===== src/rtl/wishbone_bus_router.sv =====
// rtl/wishbone_bus_router.sv - registered Wishbone classic address router with unmapped, timeout and slave-error responses
// Decodes base/mask windows, forwards one transfer at a time to the latched slave.
module wishbone_bus_router #(
  parameter int                             ADDR_WIDTH     = 32,
  parameter int                             DATA_WIDTH     = 32,
  parameter int                             SEL_WIDTH      = DATA_WIDTH/8,
  parameter int                             NUM_SLAVES     = 8,
  parameter logic [NUM_SLAVES*ADDR_WIDTH-1:0] BASE_ADDRS   = {32'h3007_0000, 32'h3006_0000, 32'h3005_0000, 32'h3004_0000,
                                                              32'h3003_0000, 32'h3002_0000, 32'h3001_0000, 32'h3000_0000},
  parameter logic [ADDR_WIDTH-1:0]          ADDR_MASK      = 32'hFFFF_0000,
  parameter int                             TIMEOUT_CYCLES = 255,
  parameter logic [DATA_WIDTH-1:0]          DEFAULT_DATA   = 32'hDEAD_BEEF
) (
  input  logic                             clk,
  input  logic                             rst,
  input  logic [ADDR_WIDTH-1:0]            m_wb_adr,
  input  logic [DATA_WIDTH-1:0]            m_wb_dat_w,
  input  logic                             m_wb_we,
  input  logic [SEL_WIDTH-1:0]             m_wb_sel,
  input  logic                             m_wb_cyc,
  input  logic                             m_wb_stb,
  output logic [DATA_WIDTH-1:0]            m_wb_dat_r,
  output logic                             m_wb_ack,
  output logic                             m_wb_err,
  output logic [NUM_SLAVES*ADDR_WIDTH-1:0] s_wb_adr,
  output logic [NUM_SLAVES*DATA_WIDTH-1:0] s_wb_dat_w,
  output logic [NUM_SLAVES*SEL_WIDTH-1:0]  s_wb_sel,
  output logic [NUM_SLAVES-1:0]            s_wb_we,
  output logic [NUM_SLAVES-1:0]            s_wb_cyc,
  output logic [NUM_SLAVES-1:0]            s_wb_stb,
  input  logic [NUM_SLAVES*DATA_WIDTH-1:0] s_wb_dat_r,
  input  logic [NUM_SLAVES-1:0]            s_wb_ack,
  input  logic [NUM_SLAVES-1:0]            s_wb_err,
  output logic                             timeout_evt
);

  localparam int IDX_W  = (NUM_SLAVES > 1) ? $clog2(NUM_SLAVES) : 1;
  localparam int CNT_W  = (TIMEOUT_CYCLES > 0) ? $clog2(TIMEOUT_CYCLES + 1) : 1;
  localparam int LAST_I = (TIMEOUT_CYCLES > 0) ? TIMEOUT_CYCLES - 1 : 0;
  localparam logic [CNT_W-1:0] CNT_LAST = CNT_W'(LAST_I);
  localparam logic [CNT_W-1:0] CNT_MAX  = '1;

  typedef enum logic [1:0] {IDLE = 2'd0, BUSY = 2'd1, DONE = 2'd2} state_t;

  state_t                       state, next_state;
  logic [IDX_W-1:0]             idx_q, idx_d;
  logic [CNT_W-1:0]             cnt_q, cnt_d;
  logic [DATA_WIDTH-1:0]        dat_r_q, dat_r_d;
  logic                         ack_q, ack_d, err_q, err_d, tmo_q, tmo_d;
  logic [NUM_SLAVES*ADDR_WIDTH-1:0] adr_q, adr_d;
  logic [NUM_SLAVES*DATA_WIDTH-1:0] dat_w_q, dat_w_d;
  logic [NUM_SLAVES*SEL_WIDTH-1:0]  sel_q, sel_d;
  logic [NUM_SLAVES-1:0]        we_q, we_d, act_q, act_d;

  logic                         hit;
  logic [IDX_W-1:0]             hit_idx;
  logic                         cur_ack, cur_err;
  logic [DATA_WIDTH-1:0]        cur_dat;

  // Descending scan so the lowest matching window is the one left standing.
  always_comb begin
    hit     = 1'b0;
    hit_idx = '0;
    for (int i = NUM_SLAVES - 1; i >= 0; i--) begin
      if ((m_wb_adr & ADDR_MASK) == BASE_ADDRS[i*ADDR_WIDTH +: ADDR_WIDTH]) begin
        hit     = 1'b1;
        hit_idx = IDX_W'(i);
      end
    end
  end

  assign cur_ack = s_wb_ack[idx_q];
  assign cur_err = s_wb_err[idx_q];
  assign cur_dat = s_wb_dat_r[idx_q*DATA_WIDTH +: DATA_WIDTH];

  always_comb begin
    next_state = state;
    idx_d      = idx_q;
    cnt_d      = cnt_q;
    dat_r_d    = dat_r_q;
    ack_d      = 1'b0;
    err_d      = 1'b0;
    tmo_d      = 1'b0;
    adr_d      = adr_q;
    dat_w_d    = dat_w_q;
    sel_d      = sel_q;
    we_d       = we_q;
    act_d      = act_q;
    case (state)
      IDLE: begin
        if (m_wb_cyc && m_wb_stb) begin
          if (hit) begin
            idx_d                                     = hit_idx;
            adr_d[hit_idx*ADDR_WIDTH +: ADDR_WIDTH]   = m_wb_adr;
            dat_w_d[hit_idx*DATA_WIDTH +: DATA_WIDTH] = m_wb_dat_w;
            sel_d[hit_idx*SEL_WIDTH +: SEL_WIDTH]     = m_wb_sel;
            we_d                                      = '0;
            we_d[hit_idx]                             = m_wb_we;
            act_d                                     = '0;
            act_d[hit_idx]                            = 1'b1;
            cnt_d                                     = '0;
            next_state                                = BUSY;
          end else begin
            err_d      = 1'b1;
            dat_r_d    = DEFAULT_DATA;
            next_state = DONE;
          end
        end
      end
      BUSY: begin
        if (!m_wb_cyc) begin
          act_d      = '0;
          we_d       = '0;
          next_state = IDLE;
        end else if (cur_err) begin
          err_d      = 1'b1;
          dat_r_d    = DEFAULT_DATA;
          act_d      = '0;
          we_d       = '0;
          next_state = DONE;
        end else if (cur_ack) begin
          ack_d      = 1'b1;
          dat_r_d    = cur_dat;
          act_d      = '0;
          we_d       = '0;
          next_state = DONE;
        end else if ((TIMEOUT_CYCLES != 0) && (cnt_q == CNT_LAST)) begin
          err_d      = 1'b1;
          tmo_d      = 1'b1;
          dat_r_d    = DEFAULT_DATA;
          act_d      = '0;
          we_d       = '0;
          next_state = DONE;
        end else if (cnt_q != CNT_MAX) begin
          cnt_d = cnt_q + 1'b1;
        end
      end
      DONE:    next_state = IDLE;
      default: next_state = IDLE;
    endcase
  end

  always_ff @(posedge clk or posedge rst) begin
    if (rst) begin
      state   <= IDLE;
      idx_q   <= '0;
      cnt_q   <= '0;
      dat_r_q <= '0;
      ack_q   <= 1'b0;
      err_q   <= 1'b0;
      tmo_q   <= 1'b0;
      adr_q   <= '0;
      dat_w_q <= '0;
      sel_q   <= '0;
      we_q    <= '0;
      act_q   <= '0;
    end else begin
      state   <= next_state;
      idx_q   <= idx_d;
      cnt_q   <= cnt_d;
      dat_r_q <= dat_r_d;
      ack_q   <= ack_d;
      err_q   <= err_d;
      tmo_q   <= tmo_d;
      adr_q   <= adr_d;
      dat_w_q <= dat_w_d;
      sel_q   <= sel_d;
      we_q    <= we_d;
      act_q   <= act_d;
    end
  end

  assign m_wb_dat_r  = dat_r_q;
  assign m_wb_ack    = ack_q;
  assign m_wb_err    = err_q;
  assign timeout_evt = tmo_q;
  assign s_wb_adr    = adr_q;
  assign s_wb_dat_w  = dat_w_q;
  assign s_wb_sel    = sel_q;
  assign s_wb_we     = we_q;
  assign s_wb_cyc    = act_q;
  assign s_wb_stb    = act_q;

endmodule


===== config.mk =====
export PLATFORM = sky130hd
export DESIGN_NAME = wishbone_bus_router
export DESIGN_NICKNAME = d
export VERILOG_FILES = /design/src/rtl/wishbone_bus_router.sv
export SDC_FILE = /design/constraint.sdc
export NUM_CORES = 1
export LEC_CHECK = 0
export CORE_AREA = 3 3 363 365
export CTS_CLUSTER_DIAMETER = 80
export CTS_CLUSTER_SIZE = 28
export DETAILED_ROUTE_END_ITERATION = 10
export DIE_AREA = 0 0 366 368
export GPL_TIMING_DRIVEN = 0
export PLACE_DENSITY = 0.39
export SETUP_SLACK_MARGIN = 0.1
export SLEW_MARGIN = 20
export SYNTH_ARGS = -nofsm -noshare
export SYNTH_HDL_FRONTEND = slang
export SYNTH_SLANG_ARGS = --single-unit

===== constraint.sdc =====
create_clock -name clk -period 42 [get_ports clk]
set_input_delay 8.4 -clock clk [delete_from_list [all_inputs] [get_ports clk]]
set_output_delay 8.4 -clock clk [all_outputs]
set_load 0.02 [all_outputs]

### Zoomed window

Window x 250 to 300, y 251 to 301 um. Cells in gray, sequential cells in the stronger gray; small squares are vias.
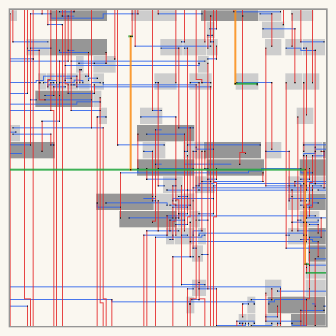
| color | layer |
|---|---|
| orange | met4 |
| green | met3 |
| blue | met1 |
| red | met2 |
sequential cells in the window: 13
most frequent: clkdlybuf4s50_1 (13), dfrtp_1 (13), o2bb2ai_1 (12)
netlist names of flops here include: s_wb_adr (7), s_wb_we (6)
cells with their middle in the window: 71

### Met3 routing

Drawn at 1 px/um.
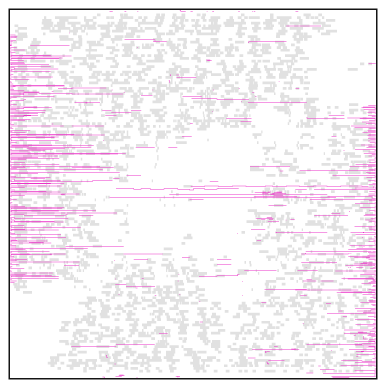
longest straight run: 226 um
nets with wire on the layer: 481

==> flow_summary_export.csv <==
group,metric,value,unit
critical_path,cp.depth,15,
floorplanning,io_pins,948,
synth,syn_inst,1884,
status,status,"finished clean",
final_timing,worst_pin_slew,1.06,ns
critical_path,slowest_delay,0.70,ns
final_layout,n_fill_cell,13217,
critical_path,reg2regPathDepth,7,
global_route,grt-busiest-layer,"met2",
drt,drc,0,
drt,via_per_inst,4.20,
synth,common_cells,"dfrtp_1, mux2_2, a21o_1",
drt,wl_met1,47.9,mm
clock_network,numCtsBuffers,48,
critical_path,critPathLaunchType,"input port",
clock_network,cts_hold_buf,0,
final_timing,whs,0.472,ns
final_layout,num-multi-input-gates,1077,
power,powerSeq,0.591,mW
min_path,whs_endpoint,"s_wb_adr[240]$_DFFE_PP0P_",
floorplanning,die-area,135000,um2
synth,synthMostInstantiatedCell,"dfrtp_1",
min_path,hold-path-cell-count,1,
clock_network,cts-root-buf,"clkbuf_16",
power,switching_share,26.8,%
synth,topCellsByArea,"dfrtp_1, mux2_2, mux4_2",
drt,drt_iter0_drc,1007,
drt,wl_per_cell,27.9,um
placement,dpl.cell_count,4581,
synth,ys.flop_type,"dfrtp_1",
final_layout,final_cells,4681,
global_route,grt_max_degree,104,
critical_path,r2r_slack,38.66,ns
floorplanning,die_w,366,um
power,ir_drop,32.5,uV
synth,synth_flops,608,
synth,yosysWarningCount,0,
drt,wirelength,130,mm
critical_path,reg2reg_from,"idx_q[2]$_DFFE_PP0P_",
clock_network,clockBufferDepth,3,
synth,yosysTopAreaCell,"dfrtp_1",
critical_path,crit_path_top_delay_cell,"clkdlybuf4s50_1",
power,total_power,1.21,mW
power,maxPowerGroup,"registers",
synth,yosysCellCount,1884,
### Clock routing

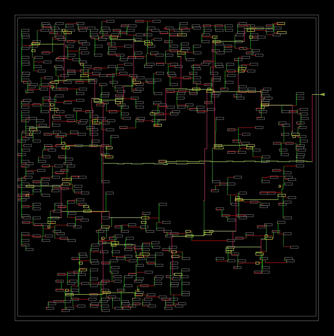
clock tree sinks: 608
Seq cells: 608
Clk. pwr: 0.531 mW
Fin Clk Skew: 0.0636 ns

cells by family after synthesis:
family	Yosys count
buf+inv	199
simple gates	450
compound gates	274
mux	348
fa+ha+maj	5
flops	608
layout by cell type, fill, tap and decap left out, types with 8 or more instances in the layout:
master / instances
nor2_1: 115
buf_4: 10
buf_2: 32
nand2b_1: 13
dfrtp_1: 608
buf_1: 16
o2bb2ai_1: 12
clkdlybuf4s50_1: 947
and2_1: 75
diode_2: 10
mux4_2: 68
mux2i_1: 10
a21o_1: 116
inv_8: 8
nand2_1: 101
clkbuf_16: 48
clkinv_8: 8
nor2b_1: 52
inv_1: 60
o31ai_1: 12
nand3_1: 62
clkbuf_1: 76
mux2_2: 257
a211oi_1: 24
mux2_1: 13
o21ai_0: 90
No activity file was given, so power comes from the tool's default toggle rates.
